==> config.mk <==
export PLATFORM = sky130hd
export DESIGN_NAME = k_fifo_rd_stream_t1
export DESIGN_NICKNAME = d
export VERILOG_FILES = /design/src/rtl/k_fifo_pkg_t1.sv /design/src/rtl/k_skid2_t1.sv /design/src/rtl/k_fifo_rd_stream_t1.sv
export SDC_FILE = /design/constraint.sdc
export NUM_CORES = 1
export LEC_CHECK = 0
export ABC_AREA = 1
export ABC_CLOCK_PERIOD_IN_PS = 4100
export CORE_UTILIZATION = 45
export DETAILED_ROUTE_END_ITERATION = 8
export PLACE_DENSITY_LB_ADDON = 0.1
export SETUP_SLACK_MARGIN = 0.1
export SLEW_MARGIN = 20
export SYNTH_ARGS = -nofsm -noshare
export SYNTH_HDL_FRONTEND = slang
export SYNTH_SLANG_ARGS = --single-unit
==> constraint.sdc <==
create_clock -name rclk -period 4.1 [get_ports rclk]
set_clock_uncertainty 0.15 [all_clocks]
set_input_delay 0.615 -clock rclk [delete_from_list [all_inputs] [get_ports rclk]]
set_output_delay 0.615 -clock rclk [all_outputs]
set_load 0.05 [all_outputs]
run_1/io_placement.png
Pins as bars across the die edge, other pins in gray.
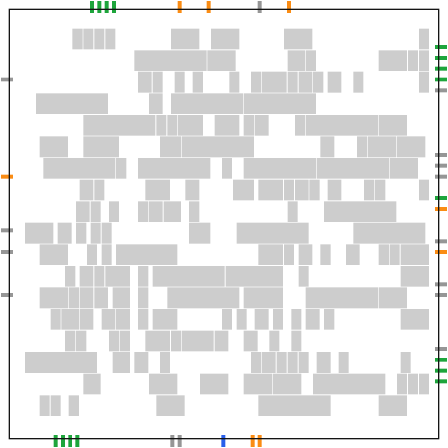
color	port	pins	direction	edge
orange	rdata	8	input	3 top, 2 bottom, 2 right, 1 left
green	rcnt	16	output	8 right, 4 top, 4 bottom
blue	rget	1	output	bottom
all pins by edge	18 right, 9 bottom, 8 top, 5 left
Die Ht: 53.99 um
die width: 53.99 um
# port buffers: 23

run_1/clk_routes.png
Scale bar: 20 um.
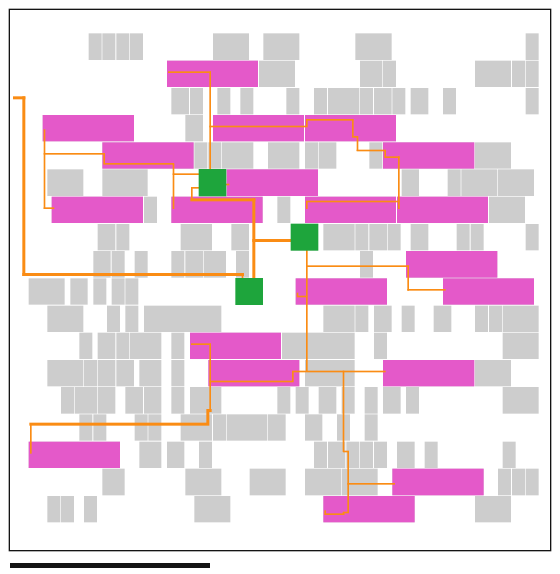
[green] clock drivers | count: 3
[magenta] flip-flops | count: 20
[orange] clock wires | length: 250 um
flops lie	spread over the die
clock share of power: 0.150
clk ins delay skew pair: 300 ps
clk pwr: 114 uW

run_1/congestion.png
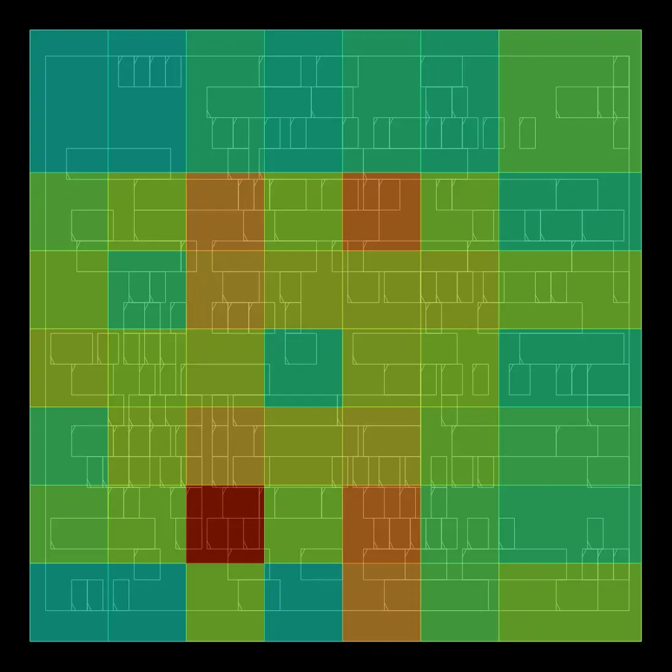
global route hottest layer: met2
fin util: 0.5610
GR Util met2: 0.2531
GRT met1 Usage: 0.1788

==> flow_summary.ini, run 1 <==
; implementation run metrics
[outcome]
status = complete, no violations

[final_timing]
timing.final.crit_share = 0.7447
slew_headroom = 0.4988
rsz0062_at_grt = false
setup_viol = 0
hold_viol = 0
fmax_mhz = 327.5
setup_ws_ps = 1047

[worst_hold_path]
min-delay-path-class = register to register

[layout]
n_antenna_cell = 0
nets = 186

[drt]
via_count = 919
wirelength_um = 1995
vias_per_cell = 4.572

[yosys]
edf_count = 0
postSynthCellCount = 149
synth_area_per_cell_um2 = 8.162
yosys_warnings = 0
netlist.area_leader.share = 0.4115
synthDistinctLibCells = 22

[place]
dp_hpwl_um = 1515
pre_cts_slack_ps = 1051

[power_and_ir_drop]
leakagePower_uw = 0.0007100
p_per_area_mw_per_mm2 = 537.9

[clock_tree]
clkTransAtPathRegs_ps = 120
postCtsSetupBuffers = 0
cts_tree = done
clock-root-buffer = clkbuf_4
cts.sinks = 20
cts_resized = 0
clockBufferDepth = 2

[critical_path]
end_kind = output port
crit_type = primary input to output port
max_stage_delay_ps = 810
start_kind = primary input
worstPathMaxFanout = 5
cp.buffers_inverters = 3
cp.depth = 5

[floorplan]
design.die.area_mm2 = 0.002914

[global_routing]
antenna_found_initial = 0
==> run 1: layout by cell type, fill, tap and decap left out <==
cell              n
nand2_1          30
clkdlybuf4s50_1  23
nand3_1           8
inv_4             1
nand4_1           1
a22oi_4           1
inv_1            19
o2111ai_1         1
a21oi_1          10
inv_2             1
nand2_4           1
clkbuf_4          3
nor2_1           11
nor2_2            1
dfrtp_1          20
clkbuf_8          1
nand2_2           3
clkinv_2          1
o21ai_0           9
ha_1              1
conb_1           16
o21ai_2           8
nand2_8           1
==> run 1: per-stage QoR <==
step	instance area [um2]	hold slack [ps]	instances
final	1415	340.5	201
after floorplan	1272	292.7	164
after global placement	1379	310.8	197
after global routing	1415	367.2	201
after detailed placement	1379	315.6	197
after CTS	1415	344.1	201
==> run 1: kinds of logic after synthesis <==
| group | share of synthesized area |
|---|---|
| buffers and inverters | 0.2037 |
| adder cells (fa/ha/maj) | 0.01029 |
| other | 0.003083 |
| flip-flops | 0.4115 |
| AND/OR/NAND/NOR | 0.2109 |
| AND-OR/OR-AND | 0.1605 |
==> run 1: final cells by class <==
class                      count  area, um2
fill                         262       1107
sequential                    20      500.5
clock buffer                   4      36.28
tap                           30      37.54
inverter                      22      86.33
multi-input combinational    102      524.3
timing repair buffer          23      230.2
==> run 1: tightest hold or removal path: stages, from the launching register on <==
cell and delay, ps:
dfrtp_1 370, nand2_1 50, nand2_1 50
==> run 1: layer usage <==
| layer | share of wire | global-route usage |
|---|---|---|
| met1 | 0.45 | 0.1788 |
| met4 | 0.013 | 0.07265 |
| met5 | 0 | 0 |
| met2 | 0.46 | 0.2531 |
| met3 | 0.068 | 0.05085 |
==> run 1: power by group <==
part | total, uW | internal [uW] | switching [uW]
Sequential | 304 | 264 | 39.9
Combinational | 343 | 111 | 232
Clock | 114 | 54.1 | 60.2
Total | 761 | 429 | 332
==> run 1 -> run 2 <==
--- a/config.mk
+++ b/config.mk
@@ -6,7 +6,7 @@
 export NUM_CORES = 1
 export LEC_CHECK = 0
 export ABC_AREA = 1
-export ABC_CLOCK_PERIOD_IN_PS = 4100
+export ABC_CLOCK_PERIOD_IN_PS = 3010
 export CORE_UTILIZATION = 45
 export DETAILED_ROUTE_END_ITERATION = 8
 export PLACE_DENSITY_LB_ADDON = 0.1
==> constraint.sdc (replaced) <==
create_clock -name rclk -period 3.01 [get_ports rclk]
set_clock_uncertainty 0.15 [all_clocks]
set_input_delay 0.4515 -clock rclk [delete_from_list [all_inputs] [get_ports rclk]]
set_output_delay 0.4515 -clock rclk [all_outputs]
set_load 0.05 [all_outputs]
run_2/io_placement.png
Pins as bars across the die edge, other pins in gray.
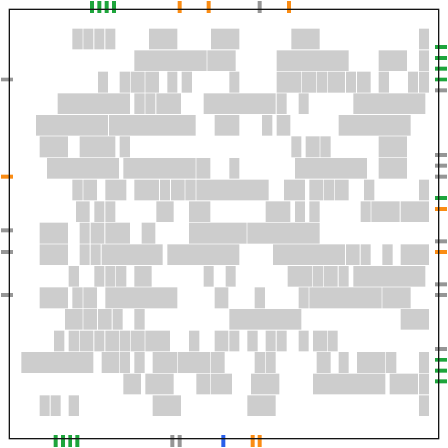
color	port	pins	direction	edge
blue	rget	1	output	bottom
orange	rdata	8	input	3 top, 2 bottom, 2 right, 1 left
green	rcnt	16	output	8 right, 4 top, 4 bottom

run_2/wires.png
Scale bar: 20 um.
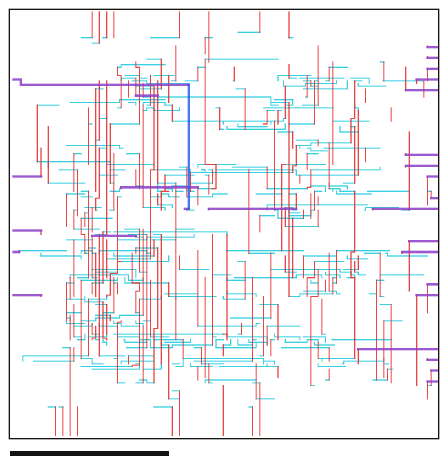
color	layer	wire length
purple	metal 3	115 um
red	metal 2	1040 um
cyan	metal 1	986 um
blue	metal 4	15.6 um
overall routing resource usage: 0.1686
Vias: 949

==> run 2 against run 1 <==
  * Register-to-register slack worse by 1100 ps
  * Non-clock buffer count unchanged
  * Setup slack worse by 610 ps
  * Count of clock-buffer cells in the layout decreased by 1
  * Synthesized area stayed put
  * Sequential power up 37%
  * Global-route usage up 1.5 points
  * Sequential cell count unchanged
  * Critical path type is now register to output port
  * Critical endpoint is now out_valid
==> flow_summary.ini, run 2 <==
; implementation run metrics
[outcome]
status = complete, no violations

[layout]
nets = 186
lay_top_count = nand2_1

[floorplan]
die_w_um = 53.99
die_h_um = 53.99
design.die.area_mm2 = 0.002914

[clock_tree]
cts_resized = 0
cts.sinks = 20
postCtsSetupBuffers = 0

[final_timing]
slew_headroom = 0.4815
fmax_mhz = 388.4

[worst_hold_path]
min-delay-path-class = register to register

[yosys]
yosys_warnings = 0
edf_count = 0
netlist.area_leader.share = 0.4115
synth_area_per_cell_um2 = 8.162

[place]
dp_hpwl_um = 1535

[power_and_ir_drop]
internal-power_uw = 645.1

[critical_path]
end_kind = output port
cp.buffers_inverters = 2
-- run 2: netlist changes by cell type in the layout (fill, tap and decap cells not counted) --
| cell | change |
|---|---|
| clkbuf_8 | -1 |
| bufinv_16 | +1 |
| buf_4 | +1 |
| clkdlybuf4s50_1 | -1 |
-- run 2: cell type report --
class                   count  area [um2]  area share
clock buffers               3       22.52     0.01576
clock inverters             1       30.03     0.02102
inverters                  22       86.33     0.06042
multi-input cells         102       524.3      0.3669
flip-flops and latches     20       500.5      0.3503
well taps                  30       37.54     0.02627
repair buffers             23       227.7      0.1594
-- run 2: routing by layer --
metal | part of all wire | vias to the layer above | routed length, um | global-route usage
met5 | 0 | - | 0 | 0
met2 | 0.48 | 31 | 1035 | 0.2984
met4 | 0.0070 | 0 | 15 | 0.02564
met3 | 0.053 | 2 | 114 | 0.05932
li1 | - | 489 | - | -
met1 | 0.46 | 427 | 986 | 0.1986
-- run 2: kinds of logic (layout without fill, tap and decap cells) --
family | after synthesis | after routing | synth area share
adder cells (fa/ha/maj) | 1 | 1 | 0.01029
buffers and inverters | 42 | 49 | 0.2037
other | 1 | 16 | 0.003083
flip-flops | 20 | 20 | 0.4115
AND/OR/NAND/NOR | 56 | 56 | 0.2109
AND-OR/OR-AND | 29 | 29 | 0.1605
-- run 2: worst min-delay path: stages, from the launching register on --
cell and delay (ps):
dfrtp_1 370, nand2_1 50, nand2_1 50
-- run 2: power by group through the flow --
stage	combinational (uW)	clock [uW]	sequential (uW)
after floorplan	245	0	538
after global placement	464	0	417
after detailed placement	470	0	422
after CTS	472	227	416
after global routing	509	241	430
final	469	224	415
-- run 2: metrics by stage --
step | util | cells | total power (uW) | setup WS [ps]
after CTS | 0.5665 | 201 | 1115 | 444.1
after global routing | 0.5665 | 201 | 1179 | 338.7
final | 0.5665 | 201 | 1108 | 435.6
after floorplan | - | 164 | 783.5 | 1232
after detailed placement | 0.5456 | 197 | 892.2 | 790.9
after global placement | 0.5456 | 197 | 881.1 | 831.3
Power figures rest on the tool's default switching activity, not on a simulated workload.
